[config.mk]
export PLATFORM = sky130hd
export DESIGN_NAME = mul_div_unit
export DESIGN_NICKNAME = d
export VERILOG_FILES = /design/src/rtl/mdu_pkg.sv /design/src/rtl/mdu_sign_fix.sv /design/src/rtl/mul_div_unit.sv
export SDC_FILE = /design/constraint.sdc
export NUM_CORES = 2
export LEC_CHECK = 0
export ABC_AREA = 0
export CELL_PAD_IN_SITES_DETAIL_PLACEMENT = 1
export CELL_PAD_IN_SITES_GLOBAL_PLACEMENT = 1
export CORE_MARGIN = 1
export CORE_UTILIZATION = 45
export CTS_BUF_LIST = sky130_fd_sc_hd__clkbuf_8
export CTS_CLUSTER_DIAMETER = 200
export DETAILED_ROUTE_END_ITERATION = 12
export PLACE_DENSITY = 0.91
export SLEW_MARGIN = 20
export SYNTH_ARGS = -nofsm -noshare
export SYNTH_HDL_FRONTEND = slang
export SYNTH_SLANG_ARGS = --single-unit
[constraint.sdc]
create_clock -name clk -period 7.6 [get_ports clk]
set_input_delay 1.9 -clock clk [delete_from_list [all_inputs] [get_ports clk]]
set_output_delay 1.9 -clock clk [all_outputs]
set_load 0.05 [all_outputs]
[src/rtl/mdu_pkg.sv]
// Shared definitions for the RV64M multiply/divide unit: width, funct3 encodings
// and FSM states.
package mdu_pkg;

  localparam int unsigned XLEN = 64;

  localparam logic [2:0] MDU_MUL    = 3'b000;
  localparam logic [2:0] MDU_MULH   = 3'b001;
  localparam logic [2:0] MDU_MULHSU = 3'b010;
  localparam logic [2:0] MDU_MULHU  = 3'b011;
  localparam logic [2:0] MDU_DIV    = 3'b100;
  localparam logic [2:0] MDU_DIVU   = 3'b101;
  localparam logic [2:0] MDU_REM    = 3'b110;
  localparam logic [2:0] MDU_REMU   = 3'b111;

  typedef enum logic [1:0] {
    IDLE = 2'd0,
    CALC = 2'd1,
    DONE = 2'd2
  } mdu_state_t;

endpackage

[src/rtl/mdu_sign_fix.sv]
// Conditional two's-complement negation: magnitude extraction on the way in,
// sign restoration on the way out.
module mdu_sign_fix
  import mdu_pkg::*;
#(
  parameter int unsigned W = XLEN
) (
  input  logic [W-1:0] val,
  input  logic         neg,
  output logic [W-1:0] res
);

  always_comb begin
    res = neg ? (~val + {{(W-1){1'b0}}, 1'b1}) : val;
  end

endmodule

[src/rtl/mul_div_unit.sv]
// Iterative RV64M multiply/divide unit with start/busy/done handshake; one
// shift-add or restoring-divide step per cycle over a shared 128-bit accumulator.
module mul_div_unit
  import mdu_pkg::*;
(
  input  logic            clk,
  input  logic            rst_n,
  input  logic            start,
  input  logic [2:0]      funct3,
  input  logic [XLEN-1:0] rs1_data,
  input  logic [XLEN-1:0] rs2_data,
  input  logic [4:0]      rd_addr_in,
  output logic            busy,
  output logic            done,
  output logic            wen,
  output logic [4:0]      rd_addr_out,
  output logic [XLEN-1:0] result
);

  localparam logic [XLEN-1:0] INT_MIN = {1'b1, {(XLEN-1){1'b0}}};

  mdu_state_t        state_q, state_d;
  logic [2:0]        op_q;
  logic [4:0]        rd_q;
  logic [5:0]        cnt_q;
  logic [2*XLEN-1:0] acc_q, acc_nxt;
  logic [XLEN-1:0]   mcand_q, result_q;
  logic              neg_res_q, neg_rem_q;

  logic              accept, special, a_signed, b_signed;
  logic [XLEN-1:0]   a_mag, b_mag, special_res;

  always_comb begin
    a_signed = (funct3 == MDU_MULH) || (funct3 == MDU_MULHSU) ||
               (funct3 == MDU_DIV)  || (funct3 == MDU_REM);
    b_signed = (funct3 == MDU_MULH) || (funct3 == MDU_DIV) || (funct3 == MDU_REM);
    special     = 1'b0;
    special_res = '0;
    if (funct3[2]) begin
      if (rs2_data == '0) begin
        special     = 1'b1;
        special_res = funct3[1] ? rs1_data : '1;
      end else if (b_signed && rs1_data == INT_MIN && rs2_data == '1) begin
        special     = 1'b1;
        special_res = funct3[1] ? '0 : rs1_data;
      end
    end
  end

  mdu_sign_fix #(.W(XLEN)) u_mag_a (
    .val (rs1_data),
    .neg (a_signed && rs1_data[XLEN-1]),
    .res (a_mag)
  );

  mdu_sign_fix #(.W(XLEN)) u_mag_b (
    .val (rs2_data),
    .neg (b_signed && rs2_data[XLEN-1]),
    .res (b_mag)
  );

  // Multiply: {hi, multiplier} shifts right. Divide: {remainder, quotient} shifts left.
  logic [XLEN:0]   mul_sum, div_shift;
  logic [XLEN-1:0] div_diff;
  logic            div_ge;

  always_comb begin
    mul_sum   = {1'b0, acc_q[2*XLEN-1:XLEN]} + (acc_q[0] ? {1'b0, mcand_q} : '0);
    div_shift = acc_q[2*XLEN-1:XLEN-1];
    div_ge    = div_shift >= {1'b0, mcand_q};
    div_diff  = div_shift[XLEN-1:0] - mcand_q;
    if (op_q[2]) begin
      acc_nxt = div_ge ? {div_diff, acc_q[XLEN-2:0], 1'b1}
                       : {div_shift[XLEN-1:0], acc_q[XLEN-2:0], 1'b0};
    end else begin
      acc_nxt = {mul_sum, acc_q[XLEN-1:1]};
    end
  end

  logic [2*XLEN-1:0] fix_in, fix_out;
  logic              fix_neg;
  logic [XLEN-1:0]   final_res;

  always_comb begin
    fix_in = acc_nxt;
    if (op_q[2]) begin
      fix_in = {{XLEN{1'b0}}, op_q[1] ? acc_nxt[2*XLEN-1:XLEN] : acc_nxt[XLEN-1:0]};
    end
    fix_neg = (op_q[2] && op_q[1]) ? neg_rem_q : neg_res_q;
  end

  mdu_sign_fix #(.W(2*XLEN)) u_fix_res (
    .val (fix_in),
    .neg (fix_neg),
    .res (fix_out)
  );

  always_comb begin
    final_res = (op_q[2] || op_q == MDU_MUL) ? fix_out[XLEN-1:0] : fix_out[2*XLEN-1:XLEN];
  end

  assign accept = start && (state_q != CALC);

  always_ff @(posedge clk or negedge rst_n) begin
    if (!rst_n) state_q <= IDLE;
    else        state_q <= state_d;
  end

  always_comb begin
    state_d = state_q;
    unique case (state_q)
      IDLE:    if (start) state_d = special ? DONE : CALC;
      CALC:    if (cnt_q == 6'd63) state_d = DONE;
      DONE:    state_d = start ? (special ? DONE : CALC) : IDLE;
      default: state_d = IDLE;
    endcase
    busy = (state_q == CALC);
    done = (state_q == DONE);
    wen  = done && (rd_q != 5'd0);
  end

  always_ff @(posedge clk or negedge rst_n) begin
    if (!rst_n) begin
      op_q      <= '0;
      rd_q      <= '0;
      cnt_q     <= '0;
      acc_q     <= '0;
      mcand_q   <= '0;
      result_q  <= '0;
      neg_res_q <= 1'b0;
      neg_rem_q <= 1'b0;
    end else if (accept) begin
      op_q      <= funct3;
      rd_q      <= rd_addr_in;
      cnt_q     <= '0;
      acc_q     <= {{XLEN{1'b0}}, funct3[2] ? a_mag : b_mag};
      mcand_q   <= funct3[2] ? b_mag : a_mag;
      neg_res_q <= (a_signed && rs1_data[XLEN-1]) ^ (b_signed && rs2_data[XLEN-1]);
      neg_rem_q <= a_signed && rs1_data[XLEN-1];
      if (special) result_q <= special_res;
    end else if (state_q == CALC) begin
      acc_q <= acc_nxt;
      cnt_q <= cnt_q + 6'd1;
      if (cnt_q == 6'd63) result_q <= final_res;
    end
  end

  assign rd_addr_out = rd_q;
  assign result      = result_q;

endmodule

Logic cells by family:
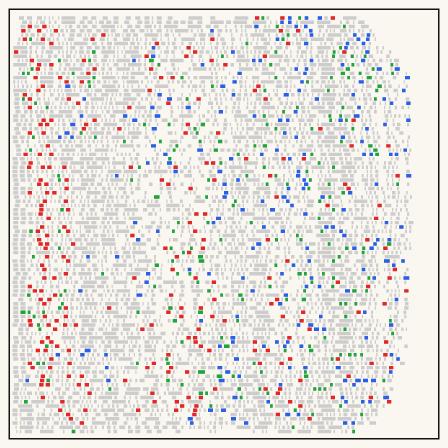
legend:
  xor and xnor cells:
    color: red
    cells: 270
    where: widely spread
  and/or cells:
    color: green
    cells: 239
    where: widely spread
  non-inverting ao/oa cells:
    color: blue
    cells: 227

==> results_dict.tcl <==
# implementation run metrics
set metrics [dict create \
    outcome "finished clean" \
    worst_pin_slew_ps 1140 \
    m1WireLength_um 70900 \
    chipArea_um2 74500 \
    crit_required_ps 8260 \
    drt-total-wl_um 188000 \
    portBuffers 210 \
    timing.final.crit_share_pct 94.3 \
    max_cap_violations 0 \
    register_area_um2 6860 \
    wl_met3_um 27900 \
    cts_setup_buffers 0 \
    tns_ps 0 \
    fin_cells 5821 \
    ys_seq_share_pct 20.8 \
    ys_ff 274 \
    cts-root-buf "clkbuf_8" \
    critPathMaxStageDelay_ps 610 \
    grt_pass1_vias 40522 \
    timing.hold.ws_ps 503 \
    synth_warnings 0 \
    crit_path_top_delay_cell "or3_4" \
    worst_setup_path_end_kind "register" \
    max_slew_margin_pct 23.5 \
    hold_viol 0 \
    hpwl_um 146000 \
    gp_congestion 1.11 \
    syn_nets 5012 \
    grt_pass1_wl_um 271000 \
    core.rowCount 98 \
    use_met3_pct 19.6 \
    grt_max_degree 141 \
    holdPathStages 2 \
    top_area_share_pct 20.8 \
    worstSetupPathType "register to register" \
    syn_avg_cell_area_um2 6.97 \
    postLayoutSetupSlackWorst_ps 430 \
    clk_latency_ps 730 \
    skew_ps 37.6 \
    antenna_left 0 \
    top_layer_used "met5" \
    fmax_mhz 139 \
    cp_num_cells 23 \
    drt-initial-drc-count 6084 \
    coreArea_um2 72100 \
    syn_area_um2 33000 \
    grt-busiest-layer "met2" \
    yosysUniqueCellTypes 106 \
    tritoncts "built" \
    dr.pass1.iters 6 \
    overflow 0 \
    final_util_pct 51.9 \
    grt_use_met1_pct 61.9 \
    worst_setup_path_start_kind "register" \
    initCoreUtil_pct 45.8 \
    synth-edff-count 0 \
    crit_arrival_ps 7830 \
    synthToLayoutAreaGrowth_pct 13.3 \
    drc_errors 0 \
    post-route-cell-area_um2 37400 \
    cts_buffers 53 \
    comb_area_um2 24500 \
    cts_htree_levels 2 \
    antenna_found_initial 13 \
    layout-drive-gt1-share_pct 7.80 \
    layout.nets 5104 \
    post-synth-top-count-cell "nand2_1" \
    stage_log_warnings 33 \
    cts_sinks 274 \
    route.vias.total 41472 \
    rr_worst_depth 23 \
    netlist_instances 4738 \
    grt_setup_unrepaired "no" \
    use_met2_pct 70.1 \
    fp.dieW_um 273 \
    placed_area_um2 36300 \
    crit_family "simple AND/OR/NAND/NOR gates" \
    async_reset_ff_share_pct 100 \
    die_h_um 273 \
    cts_buffer_depth 3 \
    top_area_cell "dfrtp_1" \
    critPathMaxFanout 6 \
    ys_top_cells_by_count "557 x nand2_1, 539 x nor2_1, 467 x a21oi_1" \
    ys_area_um2 33000 \
    topCellsByArea "dfrtp_1 21%, a21oi_1 7.1%, o21ai_0 6.6%" \
    finalCriticalPeriod_ps 7170 \
    path_buffers 1 \
    viasPerCell 7.12 \
    hold_path_class "register to register" \
    io_pins 211 \
    wl_met2_um 75900 \
    ys.flop_type "dfrtp_1" \
    ys_cells 4738 \
    dp_slack_ps 571 \
    setup_violations 0 \
    dp_cells 5725 \
    fill_cells 9282 \
    drv_slew 0 \
]
Routing congestion map:
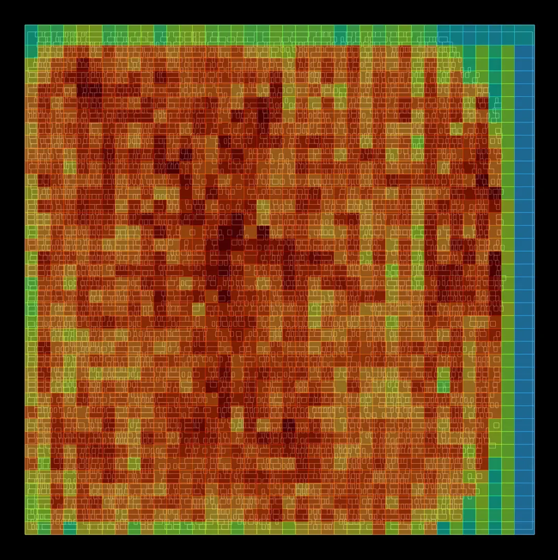
DR WL/cell: 32.3 um
All-Layer GR Usage: 48.9%

[what timing repair did]
item / CTS / global route
hold endpoints to repair: 0 / 0
resized: 0 / 1
setup endpoints to repair: 0 / 1
hold buffers: 0 / 0
[flip-flops by register name (all words and copies together), names as in the netlist]
signal	cells
neg_rem_q	1
result	64
cnt_q	6
neg_res_q	1
state_q	2
acc_q	128
mcand_q	64
rd_addr_out	5
op_q	3
[worst paths after layout]
path	start	endpoint	slack [ps]
setup / recovery	acc_q[64]	result[32]	430
hold / removal	rd_addr_out[0]	rd_addr_out[0]	500
setup reg to reg	acc_q[64]	result[32]	430
hold reg to reg	rd_addr_out[0]	rd_addr_out[0]	500
max in group asynchronous	rst_n	acc_q[0]	4830
min in group asynchronous	rst_n	mcand_q[56]	1210
[cells in the final DEF (no fill, tap or decap), types with 70 or more instances in the layout]
cell and instances:
xor2_1 125, ha_1 133, nor2_1 533, xnor2_1 145, o21ai_0 435, clkdlybuf4s50_1 208, clkbuf_8 70, and2_1 93
nand4_1 120, a21oi_1 467, nand2_1 554, mux2i_1 89, a211oi_1 101, inv_1 137, o211ai_1 74, nor3_1 132
nand3_1 136, dfrtp_1 272, buf_4 146
[cell families (layout without fill, tap and decap cells)]
logic type | after synthesis | after routing | share of synthesized area, %
simple gates | 1880 | 1880 | 27.2
compound gates | 1601 | 1601 | 30.3
buf+inv | 450 | 581 | 5.42
flops | 274 | 274 | 20.8
xor+xnor | 270 | 270 | 7.16
fa+ha+maj | 135 | 135 | 5.16
mux | 128 | 128 | 4.02
other cells | 0 | 2 | 0
[cell type report]
cell class / count / share of cell area, %
timing repair buffer: 361 / 8.82
inverter: 126 / 1.27
sequential: 274 / 18.3
tap: 950 / 3.17
antenna: 2 / 0.0134
clock buffer: 70 / 2.57
clock inverter: 24 / 0.414
multi-input combinational: 4014 / 65.4
